===== config.mk =====
export PLATFORM = sky130hd
export DESIGN_NAME = if_fetch
export DESIGN_NICKNAME = d
export VERILOG_FILES = /design/src/rtl/if_fetch.sv
export SDC_FILE = /design/constraint.sdc
export NUM_CORES = 1
export LEC_CHECK = 0
export ABC_AREA = 1
export CAP_MARGIN = 15
export CORE_MARGIN = 2
export CORE_UTILIZATION = 55
export CTS_BUF_LIST = sky130_fd_sc_hd__clkbuf_4
export CTS_CLUSTER_DIAMETER = 150
export CTS_CLUSTER_SIZE = 12
export DETAILED_ROUTE_END_ITERATION = 7
export PLACE_DENSITY = 0.93
export SLEW_MARGIN = 15
export SYNTH_ARGS = -nofsm -noshare
export SYNTH_HDL_FRONTEND = slang
export SYNTH_SLANG_ARGS = --single-unit

===== constraint.sdc =====
create_clock -name clk -period 11.2 [get_ports clk]
set_input_delay 2.8 -clock clk [delete_from_list [all_inputs] [get_ports clk]]
set_output_delay 2.8 -clock clk [all_outputs]
set_load 0.005 [all_outputs]

===== src/rtl/if_fetch.sv =====
// Instruction fetch initiator with a small in-order fetch buffer.
// Drives a PC stream to a combinational instruction memory, captures
// {pc, inst, exc} per fetch and presents the head entry to decode over
// valid/ready. Downstream redirects flush the buffer and restart fetch.
// Optional address checking (AdEL detection and fetch halt) is enabled by
// defining the macro IF_ADDR_CHECK_EN; the default build has it disabled.
module if_fetch #(
  parameter logic [31:0] RESET_PC = 32'h9fc00000,
  parameter int unsigned DEPTH    = 2,
  parameter int unsigned PTR_W    = 1
) (
  input  logic        clk,
  input  logic        resetn,
  output logic [31:0] imem_addr,
  input  logic [31:0] imem_data,
  input  logic        redirect_valid,
  input  logic [31:0] redirect_pc,
  output logic        out_valid,
  input  logic        out_ready,
  output logic [31:0] out_pc,
  output logic [31:0] out_inst,
  output logic        out_exc
);

  localparam logic [PTR_W:0] Full = (PTR_W + 1)'(DEPTH);

  logic [31:0]      pc_q;
  logic [PTR_W:0]   count_q;
  logic [PTR_W-1:0] rd_ptr_q;
  logic [PTR_W-1:0] wr_ptr_q;
  logic [31:0]      pc_mem   [DEPTH];
  logic [31:0]      inst_mem [DEPTH];

  logic        halted;
  logic        push;
  logic        pop;
  logic [31:0] wr_inst;

  assign imem_addr = pc_q;
  assign out_valid = (count_q != '0);
  assign pop       = out_valid & out_ready;
  // A full buffer can still take a fetch when the head leaves this cycle.
  assign push      = ~redirect_valid & ~halted & ((count_q < Full) | pop);

`ifdef IF_ADDR_CHECK_EN
  logic exc_now;
  logic halted_q;
  logic exc_mem [DEPTH];

  // Only the boot ROM (0x9fc) and kseg0 RAM (0x800) windows are legal.
  assign exc_now = (pc_q[1:0] != 2'b00) |
                   ((pc_q[31:20] != 12'h9fc) & (pc_q[31:20] != 12'h800));
  assign wr_inst = exc_now ? 32'h0 : imem_data;
  assign halted  = halted_q;
  assign out_exc = out_valid & exc_mem[rd_ptr_q];

  // Stop fetching after a faulting entry until redirect or reset.
  always_ff @(posedge clk) begin
    if (!resetn) begin
      halted_q <= 1'b0;
    end else if (redirect_valid) begin
      halted_q <= 1'b0;
    end else if (push && exc_now) begin
      halted_q <= 1'b1;
    end
  end

  // Exception flag storage alongside the pc/inst fields.
  always_ff @(posedge clk) begin
    if (push) begin
      exc_mem[wr_ptr_q] <= exc_now;
    end
  end
`else
  assign wr_inst = imem_data;
  assign halted  = 1'b0;
  assign out_exc = 1'b0;
`endif

  assign out_pc   = out_valid ? pc_mem[rd_ptr_q]   : 32'h0;
  assign out_inst = out_valid ? inst_mem[rd_ptr_q] : 32'h0;

  // PC, occupancy and pointer control; redirect overrides push/pop.
  always_ff @(posedge clk) begin
    if (!resetn) begin
      pc_q     <= RESET_PC;
      count_q  <= '0;
      rd_ptr_q <= '0;
      wr_ptr_q <= '0;
    end else if (redirect_valid) begin
      pc_q     <= redirect_pc;
      count_q  <= '0;
      rd_ptr_q <= '0;
      wr_ptr_q <= '0;
    end else begin
      if (push) begin
        pc_q     <= pc_q + 32'd4;
        wr_ptr_q <= wr_ptr_q + PTR_W'(1);
      end
      if (pop) begin
        rd_ptr_q <= rd_ptr_q + PTR_W'(1);
      end
      count_q <= count_q + (PTR_W + 1)'(push) - (PTR_W + 1)'(pop);
    end
  end

  // Entry storage; stale slots are harmless since count gates visibility.
  always_ff @(posedge clk) begin
    if (push) begin
      pc_mem[wr_ptr_q]   <= pc_q;
      inst_mem[wr_ptr_q] <= wr_inst;
    end
  end

endmodule

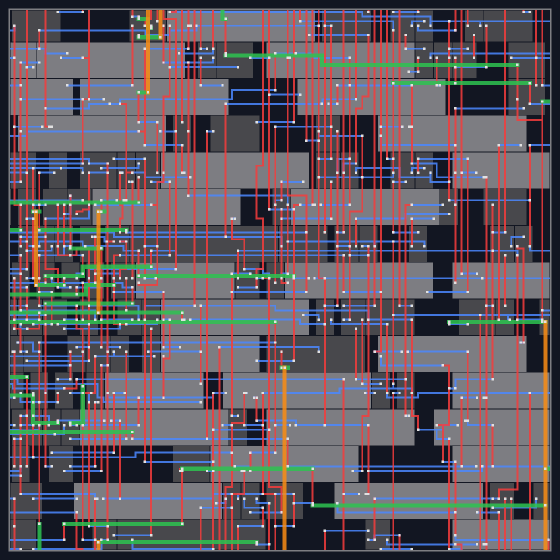
Fig. 1. Layout detail.
Region (39, 63) to (79, 103) µm. Cells in gray, sequential cells in the stronger gray; small squares are vias.
[orange] metal 4
[blue] metal 1
[green] metal 3
[red] metal 2
sequential cells in the window: 28
most frequent: nand2_1 (34), edfxtp_1 (25), a21oi_1 (14)
netlist names of flops here include: pc_mem (23), imem_addr (3), inst_mem (2)
cells with their middle in the window: 119

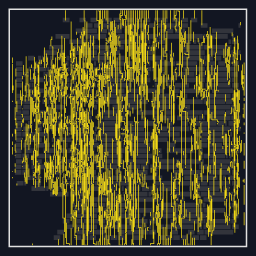
Fig. 2. Met2 routing.
Scale: 2 px per µm. Cells faint in the background.
share of all routed wire: 51%
wire length on this layer: 8950 µm
longest straight run: 48.3 µm
nets with wire on the layer: 800
main direction: vertical

==> impl_metrics.tcl <==
# collected from the flow reports
set metrics [dict create \
    rsz0062_at_grt "false" \
    cts_tree "built" \
    max_stage_delay_ns 0.71 \
    post_drt_wl_per_cell_um 16.63 \
    worstSetupEndpointType "flop" \
    use_met3 0.06638 \
    crit_buf_inv 4 \
    regToRegSetupSlack_ns 7.60 \
    detail-route-antenna-nets 0 \
    r2r-start "count_q[1]$_SDFF_PP0_" \
    die_h_um 117.9 \
    ys_warn_count 0 \
    grt_first_pass_wirelength_mm 28.30 \
    final_cell_mix "nand2_1 (229), clkdlybuf4s50_1 (164), edfxtp_1 (128)" \
    grt_pass1_vias 5766 \
    cts_buffer_depth 2 \
    p_leak_nw 3.363 \
    vdd.ir_drop.worst_mv 0.07033 \
    yosys.area_share.aoi 0.1014 \
    min_path_cells 1 \
    worstSetupEndpoint "inst_mem[0][11]$_DFFE_PP_" \
    place_hpwl_mm 11.55 \
    synth_area_um2 7134 \
    crit_family "simple AND/OR/NAND/NOR gates" \
    ys_area_um2 7134 \
    clkSinkCount 165 \
    wl_met1_mm 6.761 \
    use_met2 0.4520 \
    cts_max_level 4 \
    grt_max_degree 65 \
    syn_area_per_cell_um2 9.854 \
    status "finished clean" \
    worst_hold_path_type "flop to flop" \
    critPathLaunch "out_ready" \
    highest-signal-layer "met4" \
    cp_slowest_cell "nor2_2" \
    finalNetCount 949 \
    overflow 0 \
    clk_latency_ns 0.54 \
    fin_cells 1065 \
    postSynthSeqShare 0.6426 \
    crit_chain "clkdlybuf4s50_1 -> inv_1 -> nor2_4 -> nor2_8 -> nor2_2 -> inv_1 -> nor2_4 -> buf_4" \
    worst_pin_slew_ns 1.102 \
    cp_max_fo 47 \
    die_x_um 117.9 \
    critical_path_required_ns 11.38 \
    vias 5907 \
    fin_skew_ns 0.01343 \
    finalSetupTns_ns 0 \
    wl_met2_mm 8.953 \
    min_from "rd_ptr_q$_SDFFE_PP0P_" \
    synthToLayoutAreaGrowth_pct 29.38 \
    place_congestion 0.8896 \
    stdcell_area_um2 9230 \
    period_needed_ns 5.739 \
    setup_viol 0 \
    final_max_slew_viol_count 0 \
    syn_nets 794 \
    hold_viol_final 0 \
    use_met1 0.3107 \
    synth_flop_count 165 \
    ys_cells 724 \
    wirelength_mm 17.71 \
    layout_top_cell "nand2_1" \
    maxCapViolCount 0 \
    cp.depth 8 \
    firstDrtPassIters 6 \
    first_iter_violations 647 \
    post-cts-setup-buffer-count 0 \
    path_clk_slew_ns 0.12 \
    rr_worst_depth 7 \
    synth-xor-area-share 0.006138 \
    ys_top_logic_family "simple AND/OR/NAND/NOR gates" \
    core_area_um2 12620 \
    power_density_nw_per_um2 133.7 \
    vias_per_cell 5.546 \
    fa_ha_area_frac 0.003508 \
    ys_types 35 \
    fp_util 0.5653 \
    cts_root_buf "clkbuf_4" \
    synth_cells 724 \
    die_area_um2 13900 \
    port_buffers 164 \
    holdBufCountCts 0 \
    busiest_layer "met2" \
    grtUsageTotal 0.2591 \
    crit_type "primary input to flop" \
    tool_warnings 26 \
    dpl-instance-area_um2 8910 \
    ys_sh_simple 0.1994 \
    synth.mux.area_fraction 0 \
    start_kind "primary input" \
    worstPathArrival_ns 5.92 \
    slew_headroom 0.2643 \
    drive_gt1_frac 0.06726 \
    num_rows 41 \
    cts_buffers 17 \
    boundaryPins 166 \
    drc_errors 0 \
    regToRegEndpoint "inst_mem[0][11]$_DFFE_PP_" \
    dr_wl_met3_mm 1.556 \
    finalClockPeriodUsage 0.5124 \
    place_inst 1032 \
    maxClockFrequency_ghz 0.1742 \
    antenna_found_initial 1 \
    cts_resized 0 \
    whs_ns 0.4598 \
]
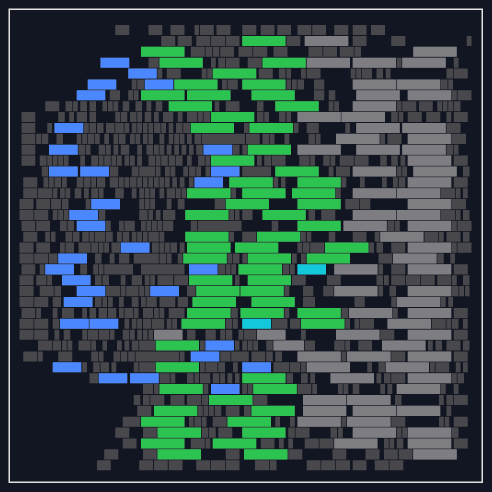
Fig. 3. Where the registers sit.
Scale: 4 px per µm.
[green] pc_mem | placed flops: 64
[blue] imem_addr | placed flops: 32
[cyan] count_q | placed flops: 2

-- power breakdown --
group          internal [mW]  switching, mW  total [mW]
logic                 0.0725         0.0685       0.141
registers              0.692         0.0227       0.715
clock network          0.178          0.200       0.378
-- cells in the mapped netlist (all sizes together) --
master	number	area share
nand2	233	0.12
edfxtp	128	0.54
a21oi	88	0.062
nor2	55	0.041
inv	51	0.027
dfxtp	37	0.10
nand3	34	0.026
o21ai	28	0.020
clkbuf	20	0.011
buf	13	0.0091
a31oi	7	0.0061
o21bai	6	0.0063
nand4	5	0.0044
xnor2	3	0.0037
a211oi	2	0.0021
ha	2	0.0035
nand3b	2	0.0021
nor3	2	0.0014
o211ai	2	0.0021
xor2	2	0.0025
a22oi	1	0.0011
conb	1	0.00053
o21a	1	0.0011
o221ai	1	0.0012
-- flip-flops by register name (all words and copies together), names as in the netlist, named ones only --
name / count
inst_mem: 64
pc_mem: 64
imem_addr: 32
count_q: 2
rd_ptr_q: 1
wr_ptr_q: 1
-- through the flow --
stage / util / total power [mW] / worst slack [ns]
after global routing: 0.7314 / 1.279 / 5.312
after floorplan: - / 0.7820 / 4.715
final: 0.7314 / 1.234 / 5.461
after detailed placement: 0.7060 / 0.8678 / 4.947
after global placement: 0.7060 / 0.8617 / 5.060
after CTS: 0.7312 / 1.238 / 5.552
-- cell type report --
type	instances	area, µm²
sequential	165	4586
fill	865	3390
multi-input combinational	475	2238
timing repair buffer	169	1679
tap	172	215.2
inverter	51	191.4
clock inverter	14	182.7
clock buffer	18	135.1
antenna	1	2.502
-- logic make-up (layout without fill, tap and decap cells) --
group                    count (synthesis)  in the layout
XOR/XNOR                                 5              5
buffers and inverters                   84            252
AND-OR/OR-AND                          136            136
flip-flops                             165            165
other                                    1              2
adder cells (fa/ha/maj)                  2              2
AND/OR/NAND/NOR                        331            331
Power figures rest on the tool's default switching activity, not on a simulated workload.
